==> config.mk <==
export PLATFORM = sky130hd
export DESIGN_NAME = interrupt_controller
export DESIGN_NICKNAME = d
export VERILOG_FILES = /design/src/rtl/interrupt_controller_pkg.sv /design/src/rtl/interrupt_controller_irq_priority_encoder.sv /design/src/rtl/interrupt_controller.sv
export SDC_FILE = /design/constraint.sdc
export NUM_CORES = 1
export LEC_CHECK = 0
export CAP_MARGIN = 20
export CORE_MARGIN = 8
export CORE_UTILIZATION = 49
export DETAILED_ROUTE_END_ITERATION = 8
export PLACE_DENSITY = 0.82
export SKIP_LAST_GASP = 1
export SYNTH_ARGS = -nofsm -noshare
export SYNTH_HDL_FRONTEND = slang
export SYNTH_SLANG_ARGS = --single-unit
==> constraint.sdc <==
create_clock -name clock -period 4.1 [get_ports clock]
set_input_delay 1.23 -clock clock [delete_from_list [all_inputs] [get_ports clock]]
set_output_delay 1.23 -clock clock [all_outputs]
set_load 0.01 [all_outputs]
==> src/rtl/interrupt_controller_pkg.sv <==
// -----------------------------------------------------------------------------
// interrupt_controller_pkg
//   Shared definitions for the interrupt controller and its sub-blocks:
//   controller state encoding and address/source width constants.
// -----------------------------------------------------------------------------
package interrupt_controller_pkg;

    localparam int IRQ_ADDR_W  = 5;
    localparam int MAX_SOURCES = 32;

    // Controller state. DISABLED is the global-enable-clear idle state,
    // ARMED accepts requests, FIRE is the single request cycle and SERVICE
    // waits for the OS handler to re-enable interrupts.
    typedef enum logic [1:0] {
        DISABLED = 2'd0,
        ARMED    = 2'd1,
        FIRE     = 2'd2,
        SERVICE  = 2'd3
    } irq_state_e;

endpackage : interrupt_controller_pkg

==> src/rtl/interrupt_controller_irq_priority_encoder.sv <==
// -----------------------------------------------------------------------------
// irq_priority_encoder
//   Combinational fixed-priority encoder. The lowest set candidate index
//   wins (bit 0 is the highest priority).
//
//   candidates  in   NUM_SOURCES  request vector
//   index       out  5            index of the winning request (0 when none)
//   valid       out  1            at least one candidate is set
// -----------------------------------------------------------------------------
module irq_priority_encoder
    import interrupt_controller_pkg::*;
#(
    parameter int NUM_SOURCES = MAX_SOURCES
) (
    input  logic [NUM_SOURCES-1:0] candidates,
    output logic [IRQ_ADDR_W-1:0]  index,
    output logic                   valid
);

    always_comb begin
        // NOTE: every output of a combinational block gets a default first,
        // otherwise paths that skip an assignment infer a latch.
        index = '0;
        valid = |candidates;
        // Scan downwards so the lowest set index is the last one written.
        for (int i = NUM_SOURCES - 1; i >= 0; i--) begin
            if (candidates[i]) begin
                index = IRQ_ADDR_W'(i);
            end
        end
    end

endmodule : irq_priority_encoder

==> src/rtl/interrupt_controller.sv <==
// -----------------------------------------------------------------------------
// interrupt_controller
//   Latches rising edges of the IRQ lines into a pending register, gates them
//   with the coprocessor mask and a global enable state, and issues the
//   highest-priority request as a one-cycle interuptIn pulse with its index.
//
//   clock            in   1            system clock
//   reset            in   1            synchronous, active-low reset
//   irqLines         in   NUM_SOURCES  level IRQ lines (already synchronous)
//   interuptMask     in   32           per-source enable, 1 = allowed
//   interuptEnable   in   1            pulse: set global enable (OS return)
//   interuptDisable  in   1            pulse: clear global enable
//   cpuReady         in   1            CPU can take an interrupt this cycle
//   interuptIn       out  1            one-cycle request to the coprocessor
//   interuptAddress  out  5            index of the last issued source
//   pending          out  32           pending bits, zero-extended
//   inService        out  1            high in FIRE and SERVICE
//   globalEnable     out  1            high in ARMED
// -----------------------------------------------------------------------------
module interrupt_controller
    import interrupt_controller_pkg::*;
#(
    parameter int NUM_SOURCES = MAX_SOURCES
) (
    input  logic                   clock,
    input  logic                   reset,
    input  logic [NUM_SOURCES-1:0] irqLines,
    input  logic [MAX_SOURCES-1:0] interuptMask,
    input  logic                   interuptEnable,
    input  logic                   interuptDisable,
    input  logic                   cpuReady,
    output logic                   interuptIn,
    output logic [IRQ_ADDR_W-1:0]  interuptAddress,
    output logic [MAX_SOURCES-1:0] pending,
    output logic                   inService,
    output logic                   globalEnable
);

    irq_state_e                  state_q, state_d;
    logic [NUM_SOURCES-1:0]      pending_q, pending_d;
    logic [NUM_SOURCES-1:0]      irq_prev_q, irq_prev_d;
    logic                        int_in_q, int_in_d;
    logic [IRQ_ADDR_W-1:0]       int_addr_q, int_addr_d;

    logic [NUM_SOURCES-1:0]      candidates;
    logic [NUM_SOURCES-1:0]      rise;
    logic [NUM_SOURCES-1:0]      clear_mask;
    logic [IRQ_ADDR_W-1:0]       winner;
    logic                        valid;
    logic                        fire;

    assign candidates = pending_q & interuptMask[NUM_SOURCES-1:0];

    irq_priority_encoder #(
        .NUM_SOURCES (NUM_SOURCES)
    ) u_prio (
        .candidates (candidates),
        .index      (winner),
        .valid      (valid)
    );

    // Next-state logic for the controller FSM.
    always_comb begin
        state_d = state_q;
        fire    = 1'b0;
        unique case (state_q)
            DISABLED: begin
                // A simultaneous disable overrides the enable.
                if (interuptEnable && !interuptDisable) state_d = ARMED;
            end
            ARMED: begin
                if (interuptDisable) begin
                    state_d = DISABLED;
                end else if (valid && cpuReady) begin
                    state_d = FIRE;
                    fire    = 1'b1;
                end
            end
            FIRE: begin
                state_d = SERVICE;
            end
            SERVICE: begin
                // A lone disable is a no-op here; together with enable the
                // disable still wins.
                if (interuptEnable) state_d = interuptDisable ? DISABLED : ARMED;
            end
            default: state_d = DISABLED;
        endcase
    end

    // Edge capture, winner clear and request/address registers.
    always_comb begin
        rise       = irqLines & ~irq_prev_q;
        clear_mask = '0;
        if (fire) clear_mask[winner] = 1'b1;
        // A fresh edge on the line being cleared keeps its pending bit set.
        pending_d  = (pending_q & ~clear_mask) | rise;
        irq_prev_d = irqLines;
        int_in_d   = fire;
        int_addr_d = fire ? winner : int_addr_q;
    end

    // NOTE: sequential state uses non-blocking assignments so every flop
    // samples the pre-edge values regardless of statement order.
    always_ff @(posedge clock) begin
        if (!reset) begin
            state_q    <= DISABLED;
            pending_q  <= '0;
            irq_prev_q <= '0;
            int_in_q   <= 1'b0;
            int_addr_q <= '0;
        end else begin
            state_q    <= state_d;
            pending_q  <= pending_d;
            irq_prev_q <= irq_prev_d;
            int_in_q   <= int_in_d;
            int_addr_q <= int_addr_d;
        end
    end

    always_comb begin
        pending                  = '0;
        pending[NUM_SOURCES-1:0] = pending_q;
    end

    assign interuptIn      = int_in_q;
    assign interuptAddress = int_addr_q;
    assign inService       = (state_q == FIRE) || (state_q == SERVICE);
    assign globalEnable    = (state_q == ARMED);

endmodule : interrupt_controller

Figure 1. Selected gate families (run 1).
(3 px per um)
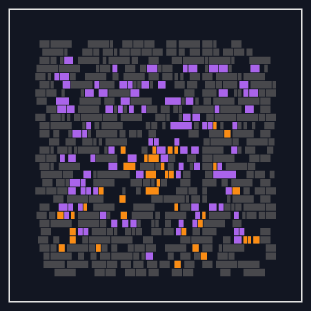
Key: nor cells = orange [cells 37]; aoi and oai cells = purple [cells 94]
most numerous logic cell after layout: clkdlybuf4s50_1
Non-Filler Instances: 556
Comb area share: 36.1%

Figure 2. Routed clock nets over the placement (run 1).
(3 px per um)
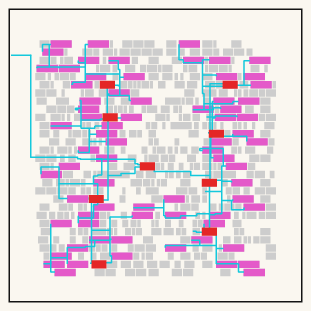
Key: clock-net drivers = red [count 9]; clock wires = cyan [length 846 um]; flip-flops = magenta [count 72]
There are 10 routed clock nets.
Clk power: 0.577 mW
Clock Latency Late Sink: 350 ps
clk_skew: 10.6 ps

Figure 3. Clock nets (run 1).
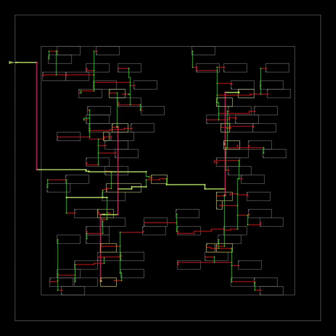
seq_cells: 72
Clock Buffer Count: 11
cts bufs inserted: 9

==> flow_summary.yaml, run 1 <==
# implementation run metrics
outcome:
  status: "finished clean"
yosys:
  synth-edff-count: 0
  top_area_share_pct: 44.8
  synth-compound-area-share_pct: 25.7
  ys_ff: 72
  yosysMostFrequentCell: "dfxtp_1"
  yosys_warnings: 0
  synth_cell_type_count: 54
  synthTopCellsByCount: "72 x dfxtp_1, 51 x nand2_1, 29 x and2_1"
  syn_nets: 436
  logic_family: "AND-OR/OR-AND gates"
  syn_inst: 367
  ys_cells: 367
  syn-cell-area_um2: 3220
  top_area_cell: "dfxtp_1"
  synth_seq_share_pct: 44.8
  simple_gate_area_share_pct: 25.0
  area_leaders: "dfxtp_1 45%, nand2_1 6.0%, and2_1 5.6%"
  ys_sh_mux_pct: 0.311
  yosysChipArea_um2: 3220
  xor_area_share_pct: 0
  ys_sh_adder_pct: 0
  flop_cell: "dfxtp_1"
  async_flop_share_pct: 0
  syn_avg_cell_area_um2: 8.76
layout:
  drive_gt1_share_pct: 8.14
  final_area_um2: 4540
  fillers: 517
  diodes: 0
  area_growth_pct: 41.1
  final_nets: 543
pwr:
  power_density_nw_per_um2: 435
  p_leak_nw: 1.78
  peakVddDrop_v: 0.000291
clock_tree:
  htree_levels: 3
  cts_resized: 0
  cts_hold_buf: 0
  cts_setup_buffers: 0
  clock-sinks: 72
  cts_buffer_depth: 2
  clk_pin_slew_ps: 70
  cts_root_buffer: "clkbuf_8"
  cts_tree: "built"
place:
  dp_cells: 540
  place_ws_ps: 451
  place_area_um2: 4330
  globalplace.congestion: 0.936
  post-dp-hpwl_um: 7440
  place.port_buffers: 108
flow_run:
  maxCapViolations: 0
  warning_count: 26
final_timing:
  fmax_ghz: 0.301
  hold_viol: 0
  finalClockPeriodUsage_pct: 81.0
  hold_slack_ps: 419
  rsz0062_at_grt: "false"
  tightest_slew_ps: 677
  fin_crit_ps: 3320
  finalSetupViolations: 0
  finalMaxSlewViolations: 0
  fin_setup_tns_ps: 0
  finalWorstSetupSlack_ps: 781
  max_slew_margin_pct: 54.9
setup_path:
  end_kind: "flop"
  r2r_setup_slack_ps: 1720
  critical_path.max_fanout: 7
  worstReg2RegEnd: "pending[12]"
  cp.arrival_ps: 3510
  startpoint: "interuptMask[8]"
  critical_path.startpoint_type: "input pin"
  crit_required_ps: 4290
  crit_path_end: "pending[12]"
  crit_type: "in -> reg"
  r2r_cells: 7
  rr_startpoint: "pending[8]"
floorplanning:
  ioPinCount: 109
  fp-utilization_pct: 50.6
  rows: 29
  core_area_um2: 6350
  dieArea_um2: 9410
  die_height_um: 97.0
  die_w_um: 97.0
global_route:
  grt_pass1_vias: 3129
  grt_max_degree: 51
  grt_pass1_wl_um: 15700
  overflow: 0
  antenna_found_initial: 0
  grt.total_usage_pct: 20.2
drt:
  drtIter0Drc: 169
  via_per_inst: 5.64
  wire_per_inst_um: 17.6
  vias: 3137
  drtAntennaViolNets: 0
  routed_wl_um: 9760
  drc_errors: 0
  first_pass_iters: 5
hold_path:
  worstHoldPathType: "reg -> reg"
  whs_path_depth: 1
  hp-start: "irq_prev_q[22]"
==> run 1: kinds of logic (layout without fill, tap and decap cells) <==
kind of cell | after synthesis | in the layout
AOI/OAI and AO/OA | 111 | 111
muxes | 1 | 1
DFF | 72 | 72
buffers and inverters | 31 | 143
and+or+nand+nor | 152 | 152
==> run 1: worst max-delay path, cell delays in order <==
cell,delay (ps)
clkdlybuf4s50_1,500
nand2_1,60
a32o_1,270
a221oi_2,330
o311a_2,290
nor2_4,70
a21oi_1,560
o21ai_0,210
==> run 1: area by class of cell <==
class                           instances  area [um2]  area share [%]
Multi-Input combinational cell        264        1640            36.1
Tap cell                               77        96.3            2.12
Clock buffer                           11         151            3.34
Timing Repair Buffer                  109        1080            23.9
Sequential cell                        72        1440            31.8
Inverter                               18        70.1            1.54
Clock inverter                          5        55.1            1.21
==> run 1: cells in the final DEF, fill, tap and decap left out, drive strengths merged, types with 4 or more instances in the layout <==
master and count:
a32oi 14, nand2b 17, dfxtp 72, a22oi 11, a32o 4, clkbuf 11, clkdlybuf4s50 107, a21boi 5
a22o 6, nand3 8, nor2b 11, nand2 51, o211ai 4, nor2 15, o21ai 30, and2 31
inv 18, nor3 9, a21oi 14, a31oi 8
==> run 1: through the flow <==
stage | util (%) | total power, mW
after CTS | 71.5 | 1.98
after global placement | 68.2 | 1.40
final | 71.5 | 1.98
after detailed placement | 68.2 | 1.41
after floorplan | - | 1.15
after global routing | 71.5 | 2.06
==> run 1: worst min path at each step <==
stage               slack, ps     endpoint
detailed placement        410  pending[20]
CTS                       420  pending[20]
global route              440  pending[22]
global placement          400  pending[22]
floorplan                 400  pending[10]
finish                    420  pending[22]
==> run 1: routing by layer <==
layer  vias to the layer above  part of all wire, %  track usage, %
li1                       1528                    -               -
met1                      1471                   44            24.4
met4                         0                  1.3            7.93
met5                         -                    0               0
met2                       123                   47            33.0
met3                        15                  7.1            5.90
==> run 1: registers in the layout, summed over array words and instances (netlist names), named ones only <==
register and count:
state_q 1, pending 32, irq_prev_q 32, interuptIn 1, interuptAddress 5
==> run 1: power by group <==
part / total (mW) / switching, mW / internal, mW / leakage [nW]
Sequential: 0.838 / 0.0704 / 0.768 / 0.600
Combinational: 0.561 / 0.291 / 0.270 / 1.08
Clock: 0.577 / 0.265 / 0.312 / 0.101
Total: 1.98 / 0.626 / 1.35 / 1.78
==> run 2, diff against run 1 <==
--- a/config.mk
+++ b/config.mk
@@ -7,9 +7,9 @@
 export LEC_CHECK = 0
 export CAP_MARGIN = 20
 export CORE_MARGIN = 8
-export CORE_UTILIZATION = 49
+export CORE_UTILIZATION = 45
 export DETAILED_ROUTE_END_ITERATION = 8
-export PLACE_DENSITY = 0.82
+export PLACE_DENSITY = 0.76
 export SKIP_LAST_GASP = 1
 export SYNTH_ARGS = -nofsm -noshare
 export SYNTH_HDL_FRONTEND = slang
==> constraint.sdc (replaced) <==
create_clock -name clock -period 3.3 [get_ports clock]
set_input_delay 0.99 -clock clock [delete_from_list [all_inputs] [get_ports clock]]
set_output_delay 0.99 -clock clock [all_outputs]
set_load 0.01 [all_outputs]
==> run 2 against run 1 <==
Compared with the run above: total power is 25% higher; combinational power is 29% higher; synthesized cell count stayed put; sequential cell count stayed put; global-route usage is 0.44 points lower; via count is 0.13% lower; non-clock buffer count is 9 higher; first-iteration DRC count is 14% higher; area after synthesis stayed put; worst setup slack worse by 380 ps; die area is 7.4% higher; critical path depth stayed put; largest cell class unchanged.
==> flow_summary.yaml, run 2 <==
# implementation run metrics
outcome:
  status: "finished clean"
final_timing:
  max_slew_margin_pct: 66.8
  fmax_ghz: 0.344
  fin_crit_ps: 2900
  hold_viol: 0
  finalMaxSlewViolations: 0
  hold_slack_ps: 417
  finalClockPeriodUsage_pct: 88.0
  fin_skew_ps: 9.65
  tightest_slew_ps: 496
  fin_setup_tns_ps: 0
  finalWorstSetupSlack_ps: 397
  rsz0062_at_grt: "false"
  finalSetupViolations: 0
layout:
  final_nets: 552
  final_cell_mix: "107 x clkdlybuf4s50_1, 72 x dfxtp_1, 51 x nand2_1"
  register_area_um2: 1440
  drive_gt1_share_pct: 9.84
  area_growth_pct: 44.0
  final_area_um2: 4630
  combGateArea_um2: 1640
  fillers: 628
  final_common_cell: "clkdlybuf4s50_1"
  diodes: 0
yosys:
  area_leaders: "dfxtp_1 45%, nand2_1 6.0%, and2_1 5.6%"
  flop_cell: "dfxtp_1"
  yosys_warnings: 0
  synthTopCellsByCount: "72 x dfxtp_1, 51 x nand2_1, 29 x and2_1"
  synth-edff-count: 0
  async_flop_share_pct: 0
  syn_nets: 436
  yosysMostFrequentCell: "dfxtp_1"
  top_area_cell: "dfxtp_1"
  synth_cell_type_count: 54
  syn_avg_cell_area_um2: 8.76
  syn_inst: 367
  top_area_share_pct: 44.8
  yosysChipArea_um2: 3220
  ys_cells: 367
  ys_ff: 72
  synth_seq_share_pct: 44.8
  syn-cell-area_um2: 3220
drt:
  first_pass_iters: 4
  wire_per_inst_um: 16.9
  routed_wl_um: 9900
  drc_errors: 0
  drtAntennaViolNets: 0
  vias: 3133
  via_per_inst: 5.34
  drtIter0Drc: 193
global_route:
  overflow: 0
  grt_max_degree: 46
  grt.total_usage_pct: 19.8
  grt_pass1_vias: 3224
  grt_pass1_wl_um: 15900
  antenna_found_initial: 0
place:
  post-dp-hpwl_um: 7690
  place.port_buffers: 108
  place_area_um2: 4430
  globalplace.congestion: 0.893
  place_ws_ps: 46.9
clock_tree:
  clk_pin_slew_ps: 80
  cts_buffers: 9
  cts_setup_buffers: 0
  cts_resized: 0
  htree_levels: 3
  cts_tree: "built"
  cts_root_buffer: "clkbuf_8"
  cts_hold_buf: 0
  cts_buffer_depth: 2
floorplanning:
  rows: 31
  dieArea_um2: 10100
  ioPinCount: 109
  fp-utilization_pct: 45.3
setup_path:
  critical_path.max_fanout: 5
  critical_path.startpoint_type: "input pin"
  crit_required_ps: 3530
  cp.arrival_ps: 3140
  crit_type: "in -> reg"
  r2r_cells: 7
  end_kind: "flop"
pwr:
  p_leak_nw: 1.82
  power_density_nw_per_um2: 534
hold_path:
  worstHoldPathType: "reg -> reg"
  whs_path_depth: 1
flow_run:
  warning_count: 26
  maxCapViolations: 0
run 2: cell counts after synthesis:
No cell type changed its count.
run 2: final timing paths:
path	to	slack, ps	from
hold reg to reg	pending[10]	420	irq_prev_q[10]
hold / removal	pending[10]	420	irq_prev_q[10]
setup reg to reg	pending[8]	1110	pending[15]
setup / recovery	pending[8]	400	interuptMask[15]
run 2: cells by family (layout without fill, tap and decap cells):
group	after synthesis	count (layout)	synth area share (%)
buf+inv	31	152	4.16
simple gates	152	152	25.0
flops	72	72	44.8
compound gates	111	111	25.7
mux	1	1	0.311
run 2: routing by layer:
| metal | wire (um) | GRT usage, % | vias up | share of wire [%] |
|---|---|---|---|---|
| met3 | 591 | 4.01 | 13 | 6.0 |
| li1 | - | - | 1550 | - |
| met4 | 140 | 7.33 | 0 | 1.4 |
| met1 | 4230 | 23.6 | 1474 | 43 |
| met5 | 0 | 0 | - | 0 |
| met2 | 4940 | 34.2 | 96 | 50 |
run 2: critical path, cell delays in order:
cell and delay, ps:
clkdlybuf4s50_1 430, a22oi_1 390, and2_2 250, o2111ai_1 120, a21oi_1 360, nand3_1 260
a32oi_1 240, o21ai_0 100
run 2: where the power goes:
group / leakage, nW / switching [mW] / internal [mW]
registers: 0.600 / 0.0872 / 0.954
logic: 1.12 / 0.364 / 0.359
clock network: 0.0964 / 0.350 / 0.357
run 2: per-stage QoR:
stage | utilization [%] | total power, mW | cells
after global placement | 62.4 | 1.77 | 571
final | 65.2 | 2.47 | 587
after global routing | 65.2 | 2.59 | 587
after floorplan | - | 1.42 | 367
after CTS | 65.2 | 2.48 | 587
after detailed placement | 62.4 | 1.78 | 571
run 2: final cells by class:
cell class / instances / area share, %
timing repair buffer: 118 / 24.9
tap: 99 / 2.67
multi-input combinational: 264 / 35.4
inverter: 18 / 1.51
clock buffer: 9 / 2.67
sequential: 72 / 31.1
clock inverter: 7 / 1.73
Figure 4. Routed clock nets over the placement (run 2).
(3 px per um)
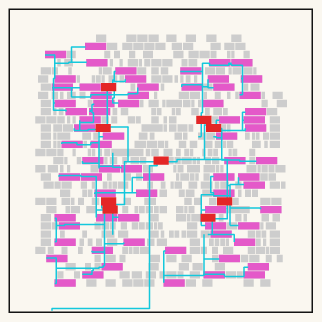
Key: flip-flops = magenta [count 72]; clock wires = cyan [length 846 um]; clock-net drivers = red [count 9]
There are 10 routed clock nets.
Clk power: 0.707 mW
part of the power in the clock network: 28.6%

Figure 5. PDN straps and rails (run 2).
(4 px per um) Pins as bars on the die edge.
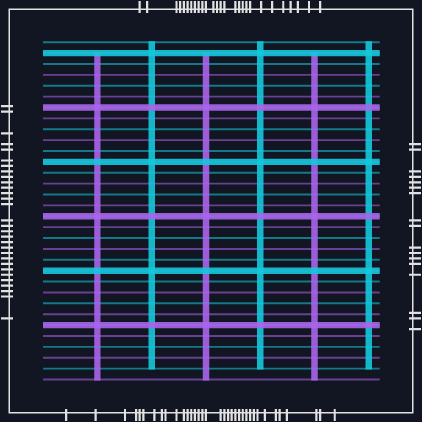
Key: VDD = cyan; VSS = purple
109 signal pins sit on the boundary. 6 straps on met4. 32 met1 rails follow the rows. The core has 31 rows.
core area: 7100 um2
DIE WIDTH: 101 um
die height: 101 um
maximum vdd drop: 0.000334 V

Figure 6. Clock nets (run 2).
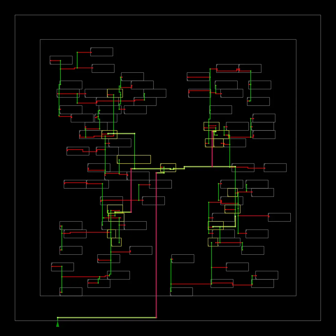
Clock Latency Late Sink: 340 ps
clock sink total: 72

==> run 3, diff against run 2 <==
--- a/config.mk
+++ b/config.mk
@@ -5,7 +5,6 @@
 export SDC_FILE = /design/constraint.sdc
 export NUM_CORES = 1
 export LEC_CHECK = 0
-export CAP_MARGIN = 20
 export CORE_MARGIN = 8
 export CORE_UTILIZATION = 45
 export DETAILED_ROUTE_END_ITERATION = 8
Figure 7. Clock nets (run 3).
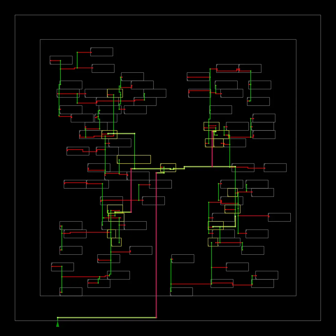
clk_skew: 9.65 ps
Clock Buffer Count: 9

Figure 8. Signal wires by layer (run 3).
(4 px per um)
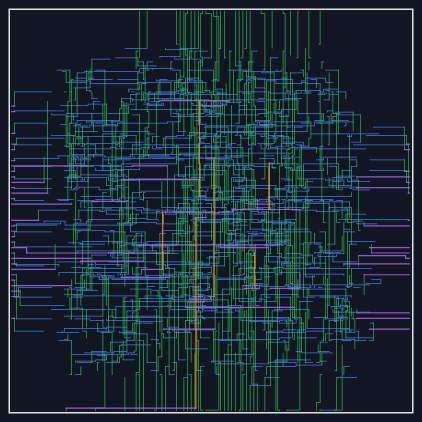
Key: M4 = orange [wire length 140 um]; M1 = blue [wire length 4230 um]; M2 = green [wire length 4940 um]; M3 = purple [wire length 591 um]
gr usage total: 19.8%
Routed WL per cell: 16.9 um
Routed WL: 9900 um

==> run 3 against run 2 <==
Compared with the run above: sequential power barely moved; via count did not move; largest cell class unchanged; critical path depth is the same; highest routed layer unchanged; clock skew did not move.
==> flow_summary.yaml, run 3 <==
# implementation run metrics
yosys:
  ys_ff: 72
  yosysMostFrequentCell: "dfxtp_1"
  top_area_share_pct: 44.8
  syn_avg_cell_area_um2: 8.76
  synth-edff-count: 0
  ys_cells: 367
  syn_nets: 436
  flop_cell: "dfxtp_1"
  synth_seq_share_pct: 44.8
  syn_inst: 367
  yosysChipArea_um2: 3220
  synth_cell_type_count: 54
  area_leaders: "dfxtp_1 45%, nand2_1 6.0%, and2_1 5.6%"
  async_flop_share_pct: 0
  yosys_warnings: 0
  top_area_cell: "dfxtp_1"
  synthTopCellsByCount: "72 x dfxtp_1, 51 x nand2_1, 29 x and2_1"
  syn-cell-area_um2: 3220
global_route:
  overflow: 0
  antenna_found_initial: 0
  grt_max_degree: 46
  grt_pass1_vias: 3224
  grt_pass1_wl_um: 15900
outcome:
  status: "finished clean"
pwr:
  p_comb_share_pct: 29.3
  clockPowerShare_pct: 28.6
  power_density_nw_per_um2: 534
  peakVddDrop_v: 0.000334
  p_leak_nw: 1.82
  intPower_mw: 1.67
  p_sw_mw: 0.801
  p_seq_share_pct: 42.1
  finalPower_mw: 2.47
  swShare_pct: 32.4
floorplanning:
  fp-utilization_pct: 45.3
  rows: 31
  die_height_um: 101
  ioPinCount: 109
  dieArea_um2: 10100
  die_w_um: 101
  core_area_um2: 7100
layout:
  fin_util_pct: 65.2
  area_growth_pct: 44.0
  final_common_cell: "clkdlybuf4s50_1"
  drive_gt1_share_pct: 9.84
  final_cell_mix: "107 x clkdlybuf4s50_1, 72 x dfxtp_1, 51 x nand2_1"
  diodes: 0
  final_nets: 552
  final_cells: 587
  final_area_um2: 4630
drt:
  drtIter0Drc: 193
  via_per_inst: 5.34
  first_pass_iters: 4
  drc_errors: 0
  vias: 3133
  drtAntennaViolNets: 0
setup_path:
  end_kind: "flop"
  critical_path.max_fanout: 5
  crit_required_ps: 3530
  cp.arrival_ps: 3140
  critical_path.startpoint_type: "input pin"
  crit_type: "in -> reg"
place:
  post-dp-hpwl_um: 7690
  place_area_um2: 4430
  place.port_buffers: 108
  globalplace.congestion: 0.893
  dp_cells: 571
  place_ws_ps: 46.9
final_timing:
  finalClockPeriodUsage_pct: 88.0
  fin_crit_ps: 2900
  max_slew_margin_pct: 66.8
  finalSetupViolations: 0
  finalWorstSetupSlack_ps: 397
  fmax_ghz: 0.344
  finalMaxSlewViolations: 0
  hold_slack_ps: 417
  hold_viol: 0
  rsz0062_at_grt: "false"
  tightest_slew_ps: 496
  fin_setup_tns_ps: 0
clock_tree:
  cts_setup_buffers: 0
  cts_buffers: 9
  cts_buffer_depth: 2
  cts_root_buffer: "clkbuf_8"
  htree_levels: 3
  clock-sinks: 72
  cts_hold_buf: 0
  clock_latency_ps: 340
  cts_tree: "built"
  cts_resized: 0
  clk_pin_slew_ps: 80
flow_run:
  maxCapViolations: 0
  warning_count: 26
hold_path:
  worstHoldPathType: "reg -> reg"
Figure 9. PDN straps and rails (run 3).
(4 px per um) Pins as bars on the die edge.
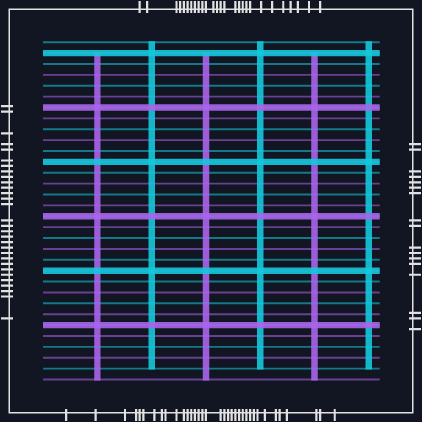
Key: VDD = cyan; VSS = purple
6 straps on met4. 6 straps on met5. The core has 31 rows.

[run 3: kinds of logic after synthesis]
kind of cell           Yosys count  share of synthesized area [%]
muxes                            1                          0.311
AOI/OAI and AO/OA              111                           25.7
DFF                             72                           44.8
and+or+nand+nor                152                           25.0
buffers and inverters           31                           4.16
[run 3: layout make-up]
class | instances | area [um2]
Clock buffer | 9 | 124
Clock inverter | 7 | 80.1
Fill cell | 628 | 2470
Inverter | 18 | 70.1
Multi-Input combinational cell | 264 | 1640
Sequential cell | 72 | 1440
Tap cell | 99 | 124
Timing Repair Buffer | 118 | 1150
[run 3: path summary, 6_finish.rpt]
check	start	end	slack, ps	cells after the start
max	interuptMask[15]	pending[8]	400	8
min	irq_prev_q[10]	pending[10]	420	1
max reg2reg	pending[15]	pending[8]	1110	7
min reg2reg	irq_prev_q[10]	pending[10]	420	1
[run 3: metal layers]
layer	GRT usage, %	vias up	share of wire, %
met3	4.01	13	6.0
met4	7.33	0	1.4
met2	34.2	96	50
li1	-	1550	-
met1	23.6	1474	43
met5	0	-	0
[run 3: power groups by stage]
stage	registers, mW	logic [mW]	clock network (mW)
floorplan	1.07	0.355	0
global placement	1.06	0.712	0
detailed placement	1.06	0.723	0
CTS	1.04	0.728	0.715
global route	1.05	0.785	0.751
finish	1.04	0.723	0.707
[run 3: critical path: stages]
cell and delay [ps]:
clkdlybuf4s50_1 430, a22oi_1 390, and2_2 250, o2111ai_1 120, a21oi_1 360, nand3_1 260
a32oi_1 240, o21ai_0 100
Power and IR drop assume default switching activity.
